Placement by cell class:
Scale bar: 20 um. Fill, decap, tap and diode cells in gray.
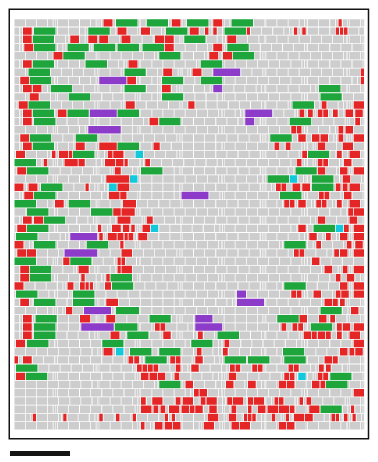
Wiring heat map:
The die is cut into 24 by 28 equal tiles; black is low, pale yellow is high, scaled to the fullest tile. Values are wire area over tile area, all layers added.
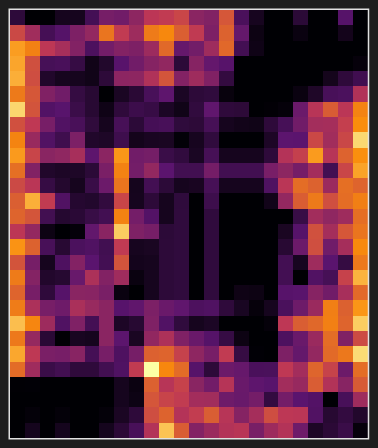
Metal layers overlaid:
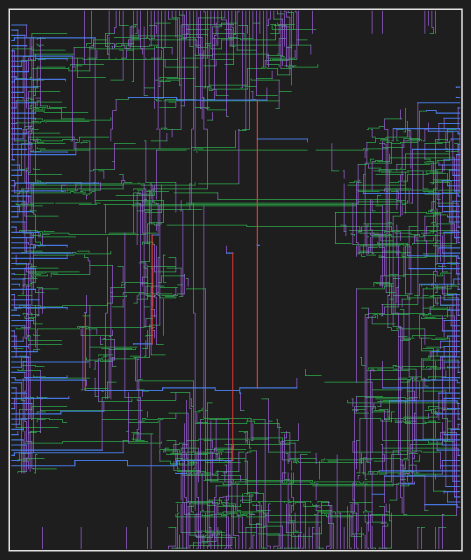
Cell placement:
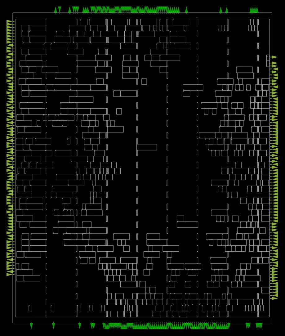
`src/rtl/mmio_pkg.sv`:
```
// ---------------------------------------------------------------------------
// mmio_pkg
// Shared definitions for the MIPS32 memory-mapped bus controller:
//   - transaction FSM state encoding
//   - default slave region numbers (ROM, SRAM, output port)
//   - default position/width of the region-select field in the address
// ---------------------------------------------------------------------------
package mmio_pkg;

    typedef enum logic [1:0] {
        IDLE   = 2'd0,
        ACCESS = 2'd1,
        DONE   = 2'd2
    } state_e;

    localparam int unsigned REGION_ROM  = 0;
    localparam int unsigned REGION_RAM  = 1;
    localparam int unsigned REGION_OUT  = 2;

    localparam int unsigned SEL_LSB_DEF = 11;
    localparam int unsigned SEL_W_DEF   = 3;

endpackage

```
`src/rtl/mmio_addr_decode.sv`:
```
// ---------------------------------------------------------------------------
// mmio_addr_decode
// Combinational region decoder. The caller slices the region-select field
// out of the address, so the decoder sees only the bits it needs.
// Ports:
//   sel_i    in   SEL_W  region-select field of the address
//   idx_o    out  SEL_W  region index
//   valid_o  out  1      index maps to an implemented slave (idx < NSLV)
//   nce_o    out  NSLV   active-low one-hot chip selects (all 1 if invalid)
// ---------------------------------------------------------------------------
module mmio_addr_decode
#(
    parameter int unsigned NSLV  = 3,
    parameter int unsigned SEL_W = 3
)(
    input  logic [SEL_W-1:0] sel_i,
    output logic [SEL_W-1:0] idx_o,
    output logic             valid_o,
    output logic [NSLV-1:0]  nce_o
);

    assign idx_o   = sel_i;
    assign valid_o = (32'(sel_i) < NSLV);

    always_comb begin
        nce_o = '1;
        for (int unsigned i = 0; i < NSLV; i++) begin
            if (sel_i == SEL_W'(i)) begin
                nce_o[i] = 1'b0;
            end
        end
    end

endmodule

```
`src/rtl/mmio_bus_ctrl.sv`:
```
// ---------------------------------------------------------------------------
// mmio_bus_ctrl
// Registered bus controller between the multi-cycle MIPS32 core and NSLV
// memory-mapped slaves. IDLE latches a request, ACCESS holds the chip select
// for WAITS[idx]+1 cycles (write strobe only in the final one), DONE returns
// a one-cycle m_ready with m_err for unmapped or read+write requests.
// Optional feature macro: MMIO_ERR_CAPTURE_EN (sticky err_flag + err_addr).
// Ports:
//   clk, rst           clock, synchronous active-high reset
//   m_re, m_we         master read / write request (held until m_ready)
//   m_addr, m_wdata    master address / write data
//   m_rdata            registered read data, valid with m_ready
//   m_ready, m_err     completion pulse and error qualifier
//   s_nce              active-low chip selects, at most one low
//   s_re, s_we         slave read strobe (whole access), write strobe (last cycle)
//   s_addr, s_wdata    latched address / write data to slaves
//   s_rdata            packed slave read buses, slave i at [i*DW +: DW]
//   err_addr, err_flag last faulting address, sticky error flag
// ---------------------------------------------------------------------------
module mmio_bus_ctrl
    import mmio_pkg::*;
#(
    parameter int unsigned AW      = 32,
    parameter int unsigned DW      = 32,
    parameter int unsigned NSLV    = 3,
    parameter int unsigned SEL_LSB = SEL_LSB_DEF,
    parameter int unsigned SEL_W   = SEL_W_DEF,
    parameter int unsigned WAIT_W  = 4,
    parameter logic [NSLV*WAIT_W-1:0] WAITS = '0
)(
    input  logic               clk,
    input  logic               rst,
    input  logic               m_re,
    input  logic               m_we,
    input  logic [AW-1:0]      m_addr,
    input  logic [DW-1:0]      m_wdata,
    output logic [DW-1:0]      m_rdata,
    output logic               m_ready,
    output logic               m_err,
    output logic [NSLV-1:0]    s_nce,
    output logic               s_re,
    output logic               s_we,
    output logic [AW-1:0]      s_addr,
    output logic [DW-1:0]      s_wdata,
    input  logic [NSLV*DW-1:0] s_rdata,
    output logic [AW-1:0]      err_addr,
    output logic               err_flag
);

    state_e              state_q, state_d;
    logic [SEL_W-1:0]    idx_q, idx_d;
    logic [NSLV-1:0]     nce_q, nce_d;
    logic [WAIT_W-1:0]   cnt_q, cnt_d;
    logic                wr_q, wr_d;
    logic                err_q, err_d;
    logic [AW-1:0]       addr_q, addr_d;
    logic [DW-1:0]       wdata_q, wdata_d;
    logic [DW-1:0]       rdata_q, rdata_d;

    logic [SEL_W-1:0]    dec_idx;
    logic                dec_valid;
    logic [NSLV-1:0]     dec_nce;
    logic [WAIT_W-1:0]   wait_sel;
    logic [DW-1:0]       rd_sel;

    mmio_addr_decode #(
        .NSLV  (NSLV),
        .SEL_W (SEL_W)
    ) u_decode (
        .sel_i   (m_addr[SEL_LSB +: SEL_W]),
        .idx_o   (dec_idx),
        .valid_o (dec_valid),
        .nce_o   (dec_nce)
    );

    // Wait count for the region addressed by the incoming request.
    always_comb begin
        wait_sel = '0;
        for (int unsigned i = 0; i < NSLV; i++) begin
            if (dec_idx == SEL_W'(i)) begin
                wait_sel = WAITS[i*WAIT_W +: WAIT_W];
            end
        end
    end

    // Read bus of the slave latched for the current access.
    always_comb begin
        rd_sel = '0;
        for (int unsigned i = 0; i < NSLV; i++) begin
            if (idx_q == SEL_W'(i)) begin
                rd_sel = s_rdata[i*DW +: DW];
            end
        end
    end

    always_ff @(posedge clk) begin
        if (rst) begin
            state_q <= IDLE;
            idx_q   <= '0;
            nce_q   <= '1;
            cnt_q   <= '0;
            wr_q    <= 1'b0;
            err_q   <= 1'b0;
            addr_q  <= '0;
            wdata_q <= '0;
            rdata_q <= '0;
        end else begin
            state_q <= state_d;
            idx_q   <= idx_d;
            nce_q   <= nce_d;
            cnt_q   <= cnt_d;
            wr_q    <= wr_d;
            err_q   <= err_d;
            addr_q  <= addr_d;
            wdata_q <= wdata_d;
            rdata_q <= rdata_d;
        end
    end

    always_comb begin
        state_d = state_q;
        idx_d   = idx_q;
        nce_d   = nce_q;
        cnt_d   = cnt_q;
        wr_d    = wr_q;
        err_d   = err_q;
        addr_d  = addr_q;
        wdata_d = wdata_q;
        rdata_d = rdata_q;
        unique case (state_q)
            IDLE: begin
                if (m_re | m_we) begin
                    addr_d  = m_addr;
                    wdata_d = m_wdata;
                    idx_d   = dec_idx;
                    wr_d    = m_we;
                    cnt_d   = wait_sel;
                    if (dec_valid && (m_re ^ m_we)) begin
                        nce_d   = dec_nce;
                        err_d   = 1'b0;
                        state_d = ACCESS;
                    end else begin
                        nce_d   = '1;
                        err_d   = 1'b1;
                        rdata_d = '0;
                        state_d = DONE;
                    end
                end
            end
            ACCESS: begin
                // Counting down to zero gives WAITS+1 access cycles without
                // needing an extra counter bit for the maximum wait value.
                if (cnt_q != '0) begin
                    cnt_d = cnt_q - WAIT_W'(1);
                end else begin
                    rdata_d = wr_q ? '0 : rd_sel;
                    state_d = DONE;
                end
            end
            DONE: begin
                state_d = IDLE;
            end
            default: begin
                state_d = IDLE;
            end
        endcase
    end

    assign s_nce   = (state_q == ACCESS) ? nce_q : '1;
    assign s_re    = (state_q == ACCESS) && !wr_q;
    assign s_we    = (state_q == ACCESS) && wr_q && (cnt_q == '0);
    assign s_addr  = addr_q;
    assign s_wdata = wdata_q;
    assign m_ready = (state_q == DONE);
    assign m_err   = (state_q == DONE) && err_q;
    assign m_rdata = rdata_q;

`ifdef MMIO_ERR_CAPTURE_EN
    logic [AW-1:0] err_addr_q;
    logic          err_flag_q;

    // Only the error path goes straight from IDLE to DONE, so capture on
    // that transition; the faulting address is visible together with m_ready.
    always_ff @(posedge clk) begin
        if (rst) begin
            err_addr_q <= '0;
            err_flag_q <= 1'b0;
        end else if ((state_q == IDLE) && (state_d == DONE)) begin
            err_addr_q <= m_addr;
            err_flag_q <= 1'b1;
        end
    end

    assign err_addr = err_addr_q;
    assign err_flag = err_flag_q;
`else
    assign err_addr = '0;
    assign err_flag = 1'b0;
`endif

endmodule

```
`config.mk`:
```
export PLATFORM = sky130hd
export DESIGN_NAME = mmio_bus_ctrl
export DESIGN_NICKNAME = d
export VERILOG_FILES = /design/src/rtl/mmio_pkg.sv /design/src/rtl/mmio_addr_decode.sv /design/src/rtl/mmio_bus_ctrl.sv
export SDC_FILE = /design/constraint.sdc
export NUM_CORES = 1
export LEC_CHECK = 0
export CAP_MARGIN = 0
export CORE_ASPECT_RATIO = 1.2
export CORE_MARGIN = 1
export CORE_UTILIZATION = 30
export CTS_CLUSTER_SIZE = 30
export DETAILED_ROUTE_END_ITERATION = 7
export DONT_BUFFER_PORTS = 1
export GPL_TIMING_DRIVEN = 1
export PLACE_DENSITY = 0.48
export SLEW_MARGIN = 20
export SYNTH_ARGS = -nofsm -noshare
export SYNTH_HDL_FRONTEND = slang
export SYNTH_SLANG_ARGS = --single-unit
```
`constraint.sdc`:
```
create_clock -name clk -period 4.1 [get_ports clk]
set_clock_uncertainty 0.1 [all_clocks]
set_input_delay 0.82 -clock clk [delete_from_list [all_inputs] [get_ports clk]]
set_output_delay 0.82 -clock clk [all_outputs]
set_load 0.02 [all_outputs]
```
==> flow_summary.yaml <==
# yosys + openroad results
sta:
  setup_tns_ns: 0
  timing.final.crit_period_ns: 2.67
  setup_viol: 0
  slew_viol_final: 0
  tightest_slew_ns: 1.09
synthesis:
  ys_seq_share_pct: 44.0
  top_cell_area_share_pct: 44.0
  syn_inst: 504
  synth-edff-count: 0
  syn-cell-area_um2: 4870
  ys_types: 37
critical_path:
  setup.worst_path.start: "state_q[1]$_SDFFE_PP0P_"
  cp_max_fo: 10
  slowest_stage: "dfxtp_1"
  end_kind: "output port"
  crit_type: "flip-flop to output port"
  critPathRequiredTime_ns: 3.18
  cpPeakStageDelay_ns: 0.55
  r2r_slack_ns: 1.69
  r2r-start: "cnt_q[0]$_SDFFE_PP0P_"
  reg2regPathDepth: 7
hold_path:
  hp-start: "nce_q[1]$_SDFFE_PP1P_"
  holdPathStages: 1
  holdPathEnd: "nce_q[1]$_SDFFE_PP1P_"
placed_design:
  port_buffers: 0
  gp_congestion: 0.751
power:
  p_clk_w: 0.00101
  power_density_nw_per_um2: 497
  comb-power_w: 0.000306
  switching_power_w: 0.000738
route:
  drt-initial-drc-count: 145
  met3_length_um: 1190
  met1Wirelength_um: 4800
  drc: 0
  drtAntennaViolNets: 0
  first_pass_iters: 4
  vias_per_cell: 5.28
clock_network:
  clock.latency.late_pin_ns: 0.34
  cts_root_buf: "clkbuf_16"
  cts_hold_buf: 0
  cts_buffers: 9
  cts_resized: 0
grt:
  grt_pass1_vias: 3482
  grt_max_degree: 64
  grt-ovfl-total: 0
finish:
  mostFrequentLayoutCells: "105 x dfxtp_1, 66 x a22o_1, 34 x mux2i_1, 34 x a21oi_1"
  fillCellCount: 1671
  final_common_cell: "dfxtp_1"
  area_growth_pct: 6.57
  logic_area_um2: 2350
  final_nets: 638
  num_antenna_cells: 0
  design_area_um2: 5190
  drive_gt1_share_pct: 7.56
floorplanning:
  die_y_um: 142
  die_x_um: 118
  dieArea_um2: 16800
run:
  tool_warnings: 27
run_status:
  run_status: "finished clean"
About 'placement by cell class':
Key: flip-flops = green [cells 107, share of their area 43%]; all other logic = red [cells 345, share of their area 48%]; clock drivers and dummy loads = purple [cells 16, share of their area 7.3%]; other buffers and delay cells = cyan [cells 8, share of their area 1.2%]
CORE AREA: 15800 um^2
row count: 50
Seq area share: 41.3%

About 'wiring heat map':
The mean over all tiles is 0.12. The fullest tile reaches 0.46. 19% of the tiles are over half the peak. 18% of the tiles are nearly empty. The emptiest ninth of the die: center.
GRT Util Overall: 14.5%
final wirelength: 12500 um
vias after detailed routing: 3610
Wirelength per Cell: 18.3 um

About 'metal layers overlaid':
Key: met2 = purple [wire length 6320 um]; met4 = red [wire length 179 um]; met3 = blue [wire length 1190 um]; met1 = green [wire length 4800 um]

About 'cell placement':
Seq cells: 107
Post-Layout Cell Count: 684

worst max-delay path: cells and delay by family, from the launching register on:
family | cells | cell delay, ns
flops | 1 | 0.55
simple gates | 2 | 0.85
per-stage QoR:
stage / setup slack, ns / power (W) / std cells
final: 1.43 / 0.00258 / 684
after global routing: 1.30 / 0.00271 / 684
after CTS: 1.34 / 0.00262 / 684
after detailed placement: 1.42 / 0.00160 / 668
after global placement: 1.49 / 0.00159 / 668
after floorplan: 1.81 / 0.00156 / 536
routing by layer:
layer | vias up | global-route usage [%]
met5 | - | 0
met1 | 1677 | 15.6
met3 | 10 | 5.91
li1 | 1728 | -
met2 | 195 | 25.3
met4 | 0 | 5.33
Yosys cell counts (3+ instances only):
cell,count
nor2b_1,3
buf_6,4
or2_2,4
nand3b_1,32
ha_1,3
buf_4,33
a22o_1,66
buf_2,23
o21ai_0,32
clkbuf_1,22
inv_1,5
o211ai_1,32
mux2i_1,34
nand3_1,33
a21oi_1,34
nand2_1,3
dfxtp_1,107
nor2_1,10
cells by family after synthesis:
kind of cell	Yosys count	synth area share, %
buffers and inverters	89	10.6
adder cells (fa/ha/maj)	3	0.770
multiplexers	34	6.98
AND/OR/NAND/NOR	99	12.8
flip-flops	107	44.0
XOR/XNOR	2	0.360
other	1	0.0769
AND-OR/OR-AND	169	24.5
sequential cells by signal, summed over array words and instances (netlist names):
signal,count
s_wdata,32
wr_q,1
m_rdata,32
cnt_q,4
s_addr,30
err_q,1
state_q,2
nce_q,3
idx_q,2
final cells by class:
type / instances / share of cell area [%]
Clock buffer: 9 / 4.34
Clock inverter: 7 / 2.55
Inverter: 5 / 0.361
Multi-Input combinational cell: 340 / 45.3
Sequential cell: 107 / 41.3
Tap cell: 208 / 5.01
Timing Repair Buffer: 8 / 1.16
Power figures rest on the tool's default switching activity, not on a simulated workload.
